Clock nets:
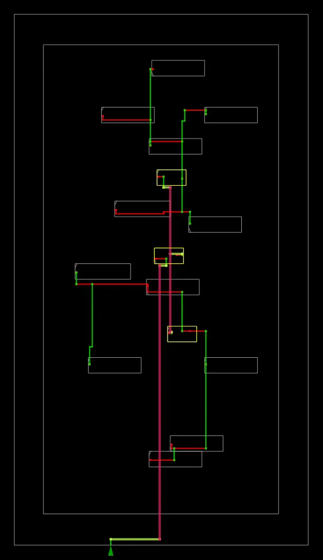
Ports around the boundary:
Bar = 20 microns. Pins as bars across the die edge, other pins in grey.
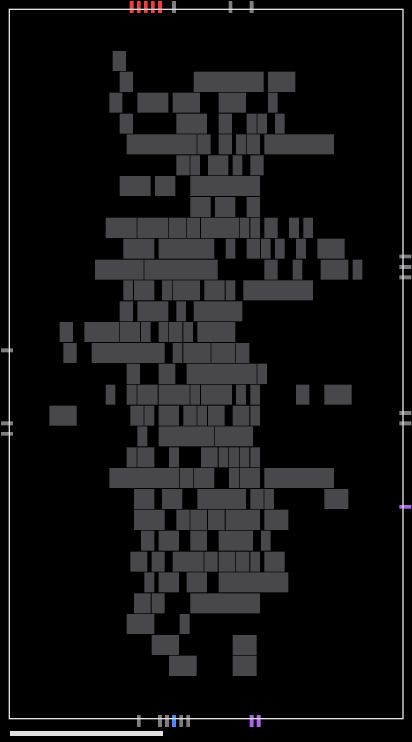
Routed metal per tile:
Bar = 20 microns. 10 x 18 tiles, from dark blue (low) to red (high), scaled to the fullest tile. Values are wire area over tile area, all layers added.
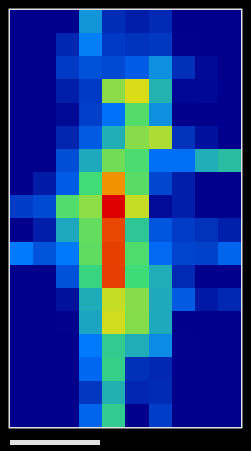
Register map, names as in the netlist:
Bar = 20 microns.
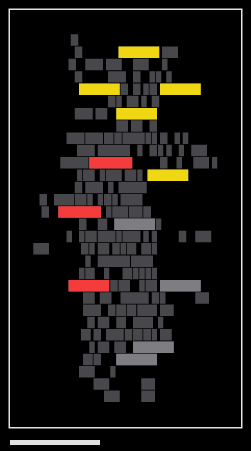
The metal 1 layer:
Bar = 20 microns.
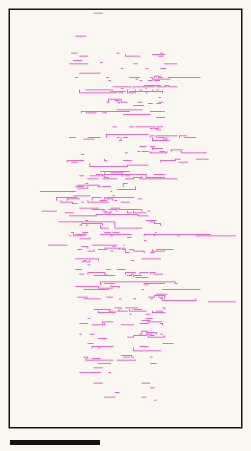
$ cat src/rtl/conv_layer_sequencer.sv
// Row-by-row sequencer for a 5x5-filter / 7x7-ifmap convolution layer: memory, PE array, adder.
// Optional build macro WATCHDOG_EN adds a per-state timeout that traps the FSM in ERR.
module conv_layer_sequencer #(
    parameter int NUM_PE      = 5,
    parameter int OUT_ROWS    = 3,
    parameter int WDOG_CYCLES = 1024
) (
    input  logic                        clk,
    input  logic                        rst_n,
    input  logic                        start_req,
    output logic                        start_ack,
    output logic                        mem_go,
    input  logic                        mem_done,
    output logic [NUM_PE-1:0]           pe_go,
    input  logic [NUM_PE-1:0]           pe_done,
    output logic                        add_go,
    input  logic                        add_done,
    output logic [$clog2(OUT_ROWS):0]   row_idx,
    output logic                        busy,
    output logic                        done_req,
    input  logic                        done_ack,
    output logic                        err
);
    localparam int RW = $clog2(OUT_ROWS) + 1;
    localparam logic [RW-1:0] LAST_ROW = RW'(OUT_ROWS - 1);

    typedef enum logic [2:0] {IDLE, LOAD, COMPUTE, ACCUM, DONE, ERR} state_t;

    state_t            state, next_state;
    logic              first;  // high only in the first cycle spent in a state
    logic [NUM_PE-1:0] mask, mask_next;
    logic [RW-1:0]     row_next;
    logic              wdog_trip;

    // NOTE: all state registers use non-blocking assignments so every flop samples pre-edge values.
    always_ff @(posedge clk or negedge rst_n) begin
        if (!rst_n) begin
            state   <= IDLE;
            first   <= 1'b0;
            mask    <= '0;
            row_idx <= '0;
        end else begin
            state   <= next_state;
            first   <= (next_state != state);
            mask    <= mask_next;
            row_idx <= row_next;
        end
    end

`ifdef WATCHDOG_EN
    localparam int CW = $clog2(WDOG_CYCLES + 1);
    logic [CW-1:0] wdog_cnt;

    always_ff @(posedge clk or negedge rst_n) begin
        if (!rst_n)
            wdog_cnt <= '0;
        else if (next_state != state)
            wdog_cnt <= '0;
        else if (state == LOAD || state == COMPUTE || state == ACCUM)
            wdog_cnt <= wdog_cnt + 1'b1;
    end

    // Trips on the cycle whose increment would make the count reach WDOG_CYCLES.
    assign wdog_trip = (state == LOAD || state == COMPUTE || state == ACCUM) &&
                       (wdog_cnt == CW'(WDOG_CYCLES - 1));
    assign err = (state == ERR);
`else
    logic unused_wdog;
    assign unused_wdog = ^WDOG_CYCLES;
    assign wdog_trip   = 1'b0;
    assign err         = 1'b0;
`endif

    // NOTE: every output of this block gets a default first, so no path can infer a latch.
    always_comb begin
        next_state = state;
        mask_next  = mask;
        row_next   = row_idx;
        start_ack  = 1'b0;
        mem_go     = 1'b0;
        pe_go      = '0;
        add_go     = 1'b0;

        case (state)
            IDLE: begin
                // Gated by rst_n so the ack stays low while reset is held.
                if (start_req && rst_n) begin
                    start_ack  = 1'b1;
                    row_next   = '0;
                    next_state = LOAD;
                end
            end
            LOAD: begin
                if (first)
                    mem_go = 1'b1;
                else if (mem_done)
                    next_state = COMPUTE;
            end
            COMPUTE: begin
                if (first) begin
                    pe_go     = '1;
                    mask_next = '0;
                end else begin
                    mask_next = mask | pe_done;
                    if (&mask_next)
                        next_state = ACCUM;
                end
            end
            ACCUM: begin
                if (first) begin
                    add_go = 1'b1;
                end else if (add_done) begin
                    if (row_idx == LAST_ROW) begin
                        next_state = DONE;
                    end else begin
                        row_next   = row_idx + 1'b1;
                        next_state = LOAD;
                    end
                end
            end
            DONE: begin
                if (done_ack) begin
                    row_next   = '0;
                    next_state = IDLE;
                end
            end
            ERR: ;
            default: next_state = IDLE;
        endcase

        if (wdog_trip) begin
            next_state = ERR;
            row_next   = row_idx;
        end
    end

    assign busy     = (state != IDLE);
    assign done_req = (state == DONE);

endmodule

$ cat config.mk
export PLATFORM = sky130hd
export DESIGN_NAME = conv_layer_sequencer
export DESIGN_NICKNAME = d
export VERILOG_FILES = /design/src/rtl/conv_layer_sequencer.sv
export SDC_FILE = /design/constraint.sdc
export NUM_CORES = 1
export LEC_CHECK = 0
export ABC_AREA = 1
export CORE_ASPECT_RATIO = 2
export CORE_MARGIN = 5
export CORE_UTILIZATION = 24
export CTS_CLUSTER_SIZE = 16
export DETAILED_ROUTE_END_ITERATION = 10
export PLACE_DENSITY = 0.57
export SKIP_LAST_GASP = 1
export SLEW_MARGIN = 15
export SYNTH_ARGS = -nofsm -noshare
export SYNTH_HDL_FRONTEND = slang
export SYNTH_SLANG_ARGS = --single-unit
$ cat constraint.sdc
create_clock -name clk -period 1.3 [get_ports clk]
set_input_delay 0.195 -clock clk [delete_from_list [all_inputs] [get_ports clk]]
set_output_delay 0.195 -clock clk [all_outputs]
set_load 0.01 [all_outputs]
==> ci_impl_report.md <==
## Synthesis and layout report

| Metric | Value |
|---|---|
| Worst min path class | input pin to async pin |
| Reg-to-reg startpoint | state[2]$_DFF_PN0_ |
| Register share of total power | 0.244 |
| Final worst-path setup slack | -0.1305 ns |
| Comb area share | 0.3591 |
| Core ar. | between 0.003 and 0.004 sq mm |
| Synth Register Bits | 12 |
| Full die area | 0.004723 sq mm |
| Max Slew Vio Count | 0 |
| Top Registers | mask x5, row_idx x3, state x3 |
| Clock buf count | 3 |
| Register area | between 300 and 400 sq um |
| RSZ-0062 raised after global routing | true |
| DRC viols | 0 |
| Number of hold buffers added after cts | 0 |
| Final setup fails | 11 |
| Design area | 0.001341 sq mm |
| Met3 wire length | 74 microns |
| Grt ovf | 0 |
| Worst Path Max Fanout | 5 |
| Multi-In Gates | 78 |
| Largest net degree at the start of global routing | 13 |
| Hold_ws | 0.2960 ns |
| Share of cells above drive strength 1 | 0.4088 |
| Logic depth of the worst setup path including buffers | 5 |
| Syn avg cell area | slightly below 7 sq um |
| Post-synth area hogs | dfrtp_1 (37%), nand2_1 (14%), inv_1 (7.8%) |
| Pwr Density | 1880 mW/mm^2 |
| Final nets | 174 |
| Most numerous logic cells after layout | nand2_1 (22), inv_1 (16), buf_4 (15) |
| Clk. pwr | 347 uW |
| Crit share post-route | 1.100 |
| Worst-path clk slew | 0.05 ns |
| Switching part of the total | 0.4379 |
| Post-DP Area | 0.001181 sq mm |
| Top post-synthesis cells by count | nand2_1 (30), inv_1 (17), dfrtp_1 (12) |
| Violated checks | negative setup slack |
| CTS tree | built |
| Syn-to-layout area delta | 64.92% |
| First-iteration detailed-routing DRC count | 8 |
| Status | finished with violations |
| Clk pwr share | 0.138 |
| Reg2reg end | first$_DFF_PN0_ |
| Synth top cell by count | nand2_1 |
| DP HPWL | 1.731 mm |
| Placed Instances | 181 |
| Most common reg cell | dfrtp_1 |
| CP Cell Sequence | inv_2, buf_6, nand3_4, nor2_4, buf_2 |
| Most numerous logic cell after layout | nand2_1 |
| Tally of non-filler cells in the final layout | 191 |
| Crit path DAT | 1.24 ns |
| Post-CTS setup buffers | 7 |
| Met2 WL post-DR | 1.386 mm |
| Fin crit period | between 1 and 1.5 ns |
| CP Capture Point | pe_go[0] |
| Initial DRT Pass Iterations | 4 |
| Layout non-clock buf frac | 0.2920 |
| Setup_tns | -0.9695 ns |
| Yosys cell count | roughly 120 |
| Startpoint Class | flip-flop |
| CP top delay family | flip-flops |
| Tool warning count | 29 |
| GRT met3 Usage | 0.02093 |
| DR top layer | met4 |
| Vias per cell | 4.592 |
| Synth async-reset ratio | 1.000 |
| CTS HTree Levels | 1 |
| Mux share of post-synthesis cell area | 0 |
| MI comb area | 481.7 sq um |
| Crit path required time | 1.11 ns |
| Critical path type | flip-flop to output port |
| GR Layer Usage met2 | 0.2091 |
| Number of global-route vias before repair | 926 |
| Final clock-cell share | 0.03078 |
| Synth Seq Share | 0.3692 |
| Fa+ha+maj area frac | 0.03077 |
Notes on 'clock nets' above:
Latency at later pin: 0.24 ns
sequential cells: 12
Sink Count: 12
CTS Buf Count: 3

Notes on 'ports around the boundary' above:
port	colour	pins	direction	edge
busy	blue	1	output	bottom
row_idx	purple	3	output	2 bottom, 1 right
pe_go	red	5	output	top
DIE WIDTH: 51.16 microns
Buffers on Ports: 23

Notes on 'routed metal per tile' above:
tiles over half the peak	14%
nearly empty tiles	40%
emptiest ninth of the die	lower left
mean over tiles	0.079
densest ninth of the die	centre
fullest tile	0.43
drt total wl: 2.335 mm
via count: 877
DR WL/cell: 12.23 microns
GRT Util Overall: 0.1111

Notes on 'register map, names as in the netlist' above:
name in the netlist	colour	flops
state	red	3
mask	yellow	5
not coloured	4
Sequential Power: 615 uW
Final Util: 0.4015

Notes on 'the metal 1 layer' above:
longest straight run	16.6 microns
main direction	horizontal
wire length on this layer	780 microns
share of all routed wire	33%
nets with wire on the layer	158
met1 GRT Util: 0.09629

Power and IR drop assume default switching activity.
